Figure 1. Signal wires on met1 (run 1).
The bar under the picture is 100 µm long. Supply wires on this layer in grey.
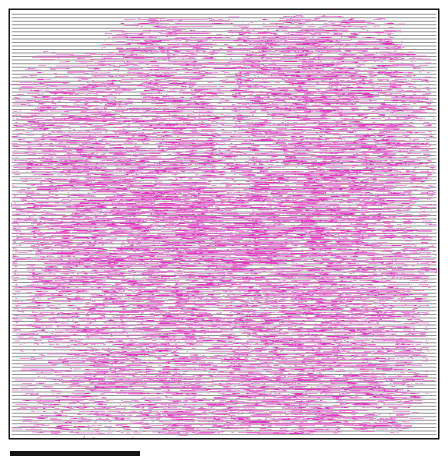
Figure 2. M3 wires (run 1).
The bar under the picture is 100 µm long.
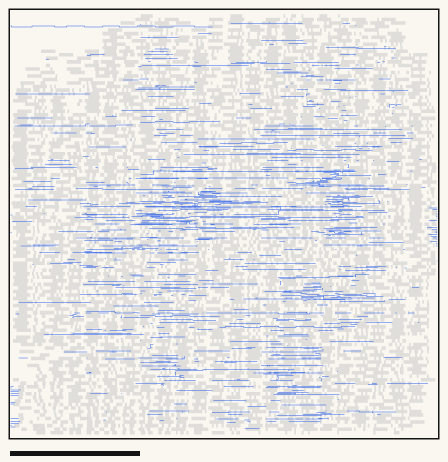
Figure 3. Gate families picked out (run 1).
The bar under the picture is 100 µm long.
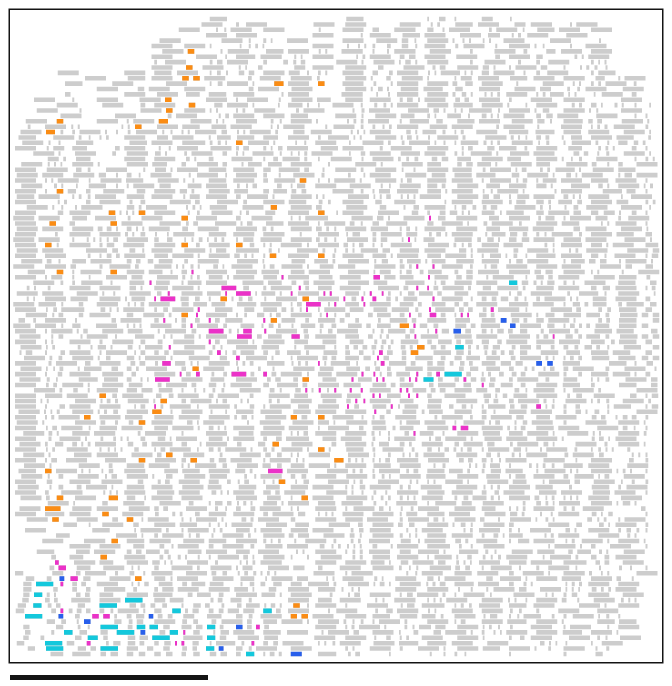
==> config.mk <==
export PLATFORM = sky130hd
export DESIGN_NAME = fft_frame_loader
export DESIGN_NICKNAME = d
export VERILOG_FILES = /design/src/rtl/fft_pkg.sv /design/src/rtl/frame_bank_ram.sv /design/src/rtl/fft_frame_loader.sv
export SDC_FILE = /design/constraint.sdc
export NUM_CORES = 1
export LEC_CHECK = 0
export CELL_PAD_IN_SITES_DETAIL_PLACEMENT = 2
export CELL_PAD_IN_SITES_GLOBAL_PLACEMENT = 2
export CORE_UTILIZATION = 40
export DETAILED_ROUTE_END_ITERATION = 10
export PLACE_DENSITY_LB_ADDON = 0.1
export REMOVE_ABC_BUFFERS = 1
export SLEW_MARGIN = 20
export SYNTH_ARGS = -nofsm -noshare
export SYNTH_HDL_FRONTEND = slang
export SYNTH_SLANG_ARGS = --single-unit
export TNS_END_PERCENT = 30
==> constraint.sdc <==
create_clock -name clk -period 2.5 [get_ports clk]
set_input_delay 0.375 -clock clk [delete_from_list [all_inputs] [get_ports clk]]
set_output_delay 0.375 -clock clk [all_outputs]
set_load 0.01 [all_outputs]
==> reports/qor.csv <==
stage;metric;value;unit
clock_tree;CTS sink count;1075;
final_layout;largest cell class by area;sequential cells;
sta;setup total negative slack;-18520;ps
final_layout;clkbuf count;159;
sta;time the worst path needs with I/O delays and setup;3730;ps
detailed_routing;met1 wire length;70.4;mm
clock_tree;Hold-fix buffers, CTS;0;
final_layout;most frequently placed logic cells in the final layout;sky130_fd_sc_hd__edfxtp_1 (1024), sky130_fd_sc_hd__nand2_1 (880), sky130_fd_sc_hd__buf_4 (352);
clock_tree;root buf cell;sky130_fd_sc_hd__clkbuf_16;
flow_run;Max Cap Violations;0;
place;count of input and output buffers;71;
setup_path;crit-path max FO;8;
place;Placed Instances;4957;
setup_path;Crit. End Element;register;
grt;met2 track demand over resource;54.9;%
power_and_ir_drop;leakage power;20.8;nW
detailed_routing;routed wire length on met2;90.5;mm
logic_synthesis;cell type with the largest total area;sky130_fd_sc_hd__edfxtp_1;
clock_tree;clock tree from TritonCTS;yes;
final_layout;Inverters;15;
logic_synthesis;part of the Yosys area used for sequential elements;74.4;%
place;pre-CTS WS;-1860;ps
final_layout;Post-layout nets;3912;
detailed_routing;Detail Route Antenna Nets;0;
clock_tree;number of buffers created by CTS;115;
logic_synthesis;Commonest cells post-synth;sky130_fd_sc_hd__edfxtp_1 (1024), sky130_fd_sc_hd__nand2_1 (919), sky130_fd_sc_hd__nand3_1 (400), sky130_fd_sc_hd__buf_2 (97), sky130_fd_sc_hd__nor2_1 (81);
clock_tree;postcts setup bufs;83;
power_and_ir_drop;peak ir drop on the vdd network;746;µV
logic_synthesis;post-synthesis cell type with the largest instance count;sky130_fd_sc_hd__edfxtp_1;
setup_path;crit path kind;reg -> reg;
sta;Hold Fails Final Rpt;0;
die;core outline area;106000;µm²
sta;Final setup viols;61;
sta;worst hold slack after final layout;136;ps
setup_path;CP startpoint kind;register;
detailed_routing;remaining design rule violation count;0;
logic_synthesis;post-synthesis cell count;3227;
grt;global-route congestion overflow total;0;
worst_hold_path;worst hold path class;in -> async;
setup_path;crit path DAT;4360;ps
die;height of the die;330;µm
sta;part of the cycle the worst path needs;149;%
final_layout;cell area after layout;58300;µm²
logic_synthesis;most instantiated flip-flop cell in the synthesis netlist;sky130_fd_sc_hd__edfxtp_1;
power_and_ir_drop;PwrDens;1410;nW/µm²
final_layout;fraction of area in registers;54.8;%
grt;wire length of the first global-routing pass;249;mm
clock_tree;CTS Buffer Depth;3;
sta;setup ws final;-1230;ps
die;overall die width;330;µm
grt;pin count of the biggest net entering global routing;49;
outcome;violated checks;setup timing;
setup_path;slowest stage cell, crit path;sky130_fd_sc_hd__nor4_4;
logic_synthesis;synthesized chip area reported by yosys;42900;µm²
logic_synthesis;Synth Warn #;0;
clock_tree;worst skew pair latency;720;ps
place;final weighted congestion of routability-driven global placement;0.865;
setup_path;reg-to-reg setup timing slack;-1230;ps
sta;Highest Clock Rate;0.268;GHz
die;count of standard-cell rows;119;
power_and_ir_drop;total internal power;49.2;mW
logic_synthesis;distinct cell type count after synthesis;65;
sta;unrepaired setup endpoints after global routing;true;
setup_path;cell repeated most along the worst path;sky130_fd_sc_hd__buf_4;
final_layout;count of plain and timing-repair buffers in the layout;678;
logic_synthesis;Avg Inst Size Synth;13.3;µm²
setup_path;buffer-and-inverter tally for the worst setup path;7;
die;Boundary Pins;72;
final_layout;max reg flops;1024;
final_layout;Multi-input comb cells;1948;
power_and_ir_drop;net switching component of the power;33.1;mW
power_and_ir_drop;Net Sw Frac;40.2;%
final_layout;diode count;4;
die;Die ar.;109000;µm²
logic_synthesis;share of Yosys cell area claimed by the top area cell type;71.6;%
clock_tree;clock-pin slew on the worst setup and hold paths;70;ps
power_and_ir_drop;clock share of power;21.3;%
final_layout;Clock Network Area Fraction;6.47;%
final_layout;multi-input logic portion of the cell area;21.1;%
place;placed cell area;49700;µm²
detailed_routing;Routed met3 length;11.9;mm
setup_path;Max stage delay on crit path;480;ps
sta;transition time at the pin with the least slew margin;651;ps
grt;initial antenna violation count;13;
setup_path;worst-path cell chain;ha_2 > and3_4 > ha_4 > a21oi_4 > o22ai_4 > buf_4 > nand2_4 > a22oi_1 > buf_4 > inv_1 > nand3_1 > buf_12 > buf_6 > a31oi_1 > buf_4 > nor4_4 > buf_4 > and3_1;
logic_synthesis;Async S/R FF share, synth;3.26;%
logic_synthesis;flip-flops with a built-in enable;1024;
final_layout;Layout fillers;9463;
clock_tree;total of cells resized after clock tree synthesis;385;
logic_synthesis;yosys cell count;3227;
detailed_routing;top layer in use;met5;
grt;Most Used Layer, Global Route;met2;
detailed_routing;Pre-antenna DRT Iters;6;
clock_tree;H-tree level count;3;
final_layout;fraction of layout instances using a drive strength above 1;28.1;%
power_and_ir_drop;Total Power Consumption;82.3;mW
outcome;status;finished with violations;
flow_run;number of logged tool warnings;28;
sta;clock skew after layout;31.1;ps
setup_path;critical path's top delay family;buffers and inverters;
final_layout;final standard cell utilization of the core;55.1;%
detailed_routing;DR vias/cell;5.97;
logic_synthesis;FF+latch count, synth;1075;
grt;total global-route track usage;32.0;%
place;final HPWL from detailed placement;99.4;mm
setup_path;worst path required time;3130;ps
final_layout;FF/Latch Area;31900;µm²
power_and_ir_drop;register share of total power;27.0;%
sta;worst slew margin relative to its limit;56.5;%
die;initial core utilization;40.6;%
final_layout;Area Overhead vs Synth;35.8;%
final_layout;data-path buffer share of cell area in the final layout;14.3;%
setup_path;worst-case reg-to-reg path depth;18;
power_and_ir_drop;combinational fraction of design power;51.7;%
final_layout;sequential cell count;1075;
logic_synthesis;Cell area leaders;sky130_fd_sc_hd__edfxtp_1 (72%), sky130_fd_sc_hd__nand2_1 (8.0%), sky130_fd_sc_hd__nand3_1 (4.7%);
grt;vias in the first global route;34400;
die;number of well taps;1391;
detailed_routing;routed length per placed instance;33.8;µm
setup_path;total stage count of the critical path;18;
detailed_routing;violation tally from detailed-route iteration zero;3114;
final_layout;logic area;12300;µm²
sta;fin. max-slew vios;0;
logic_synthesis;Post-Syn Area;42900;µm²
-- Figure 1 (at the start) --
nets with wire on the layer: 3755
longest straight run: 93.8 µm
share of all routed wire: 39%
wire length on this layer: 70.4 mm
total detailed-routing wirelength: 180 mm
overall via count from detail_route: 31.8k
GR Util met1: 41.0%

-- Figure 2 (at the start) --
main direction: horizontal
nets with wire on the layer: 448
wire length on this layer: 11900 µm
share of all routed wire: 6.6%
met3 GRT Util: 5.03%

-- Figure 3 (at the start) --
legend:
  cyan:
    family: fa/ha/maj cells
    cells: 27
  orange:
    family: mux cells
    cells: 67
  magenta:
    family: nor cells
    cells: 113
  blue:
    family: non-inverting ao/oa cells
    cells: 13
count of placed standard cells in the final layout, fillers left out: 5325
most common library cell in the layout ignoring fill and taps: sky130_fd_sc_hd__edfxtp_1

[run 1: power groups by stage]
stage	clock, mW	combinational (mW)	sequential (mW)
after floorplan	0	7.56	22.4
after global placement	0	27.8	22.4
after detailed placement	0	29.2	22.4
after CTS	17.5	38.1	22.1
after global routing	18.3	44.0	22.2
final	17.6	42.5	22.2
[run 1: logic make-up (layout without fill, tap and decap cells)]
family                     Yosys count  in the layout  share of synthesized area (%)
muxes                               67             67                           1.57
DFF                               1075           1075                           74.4
and+or+nand+nor                   1493           1493                           14.8
xor gates and xnor gates            17             17                          0.347
buffers and inverters              204            907                           2.40
AOI/OAI and AO/OA                  344            344                           5.71
other                                0              4                              0
adders and majority gates           27             27                          0.787
Power and IR drop assume default switching activity.
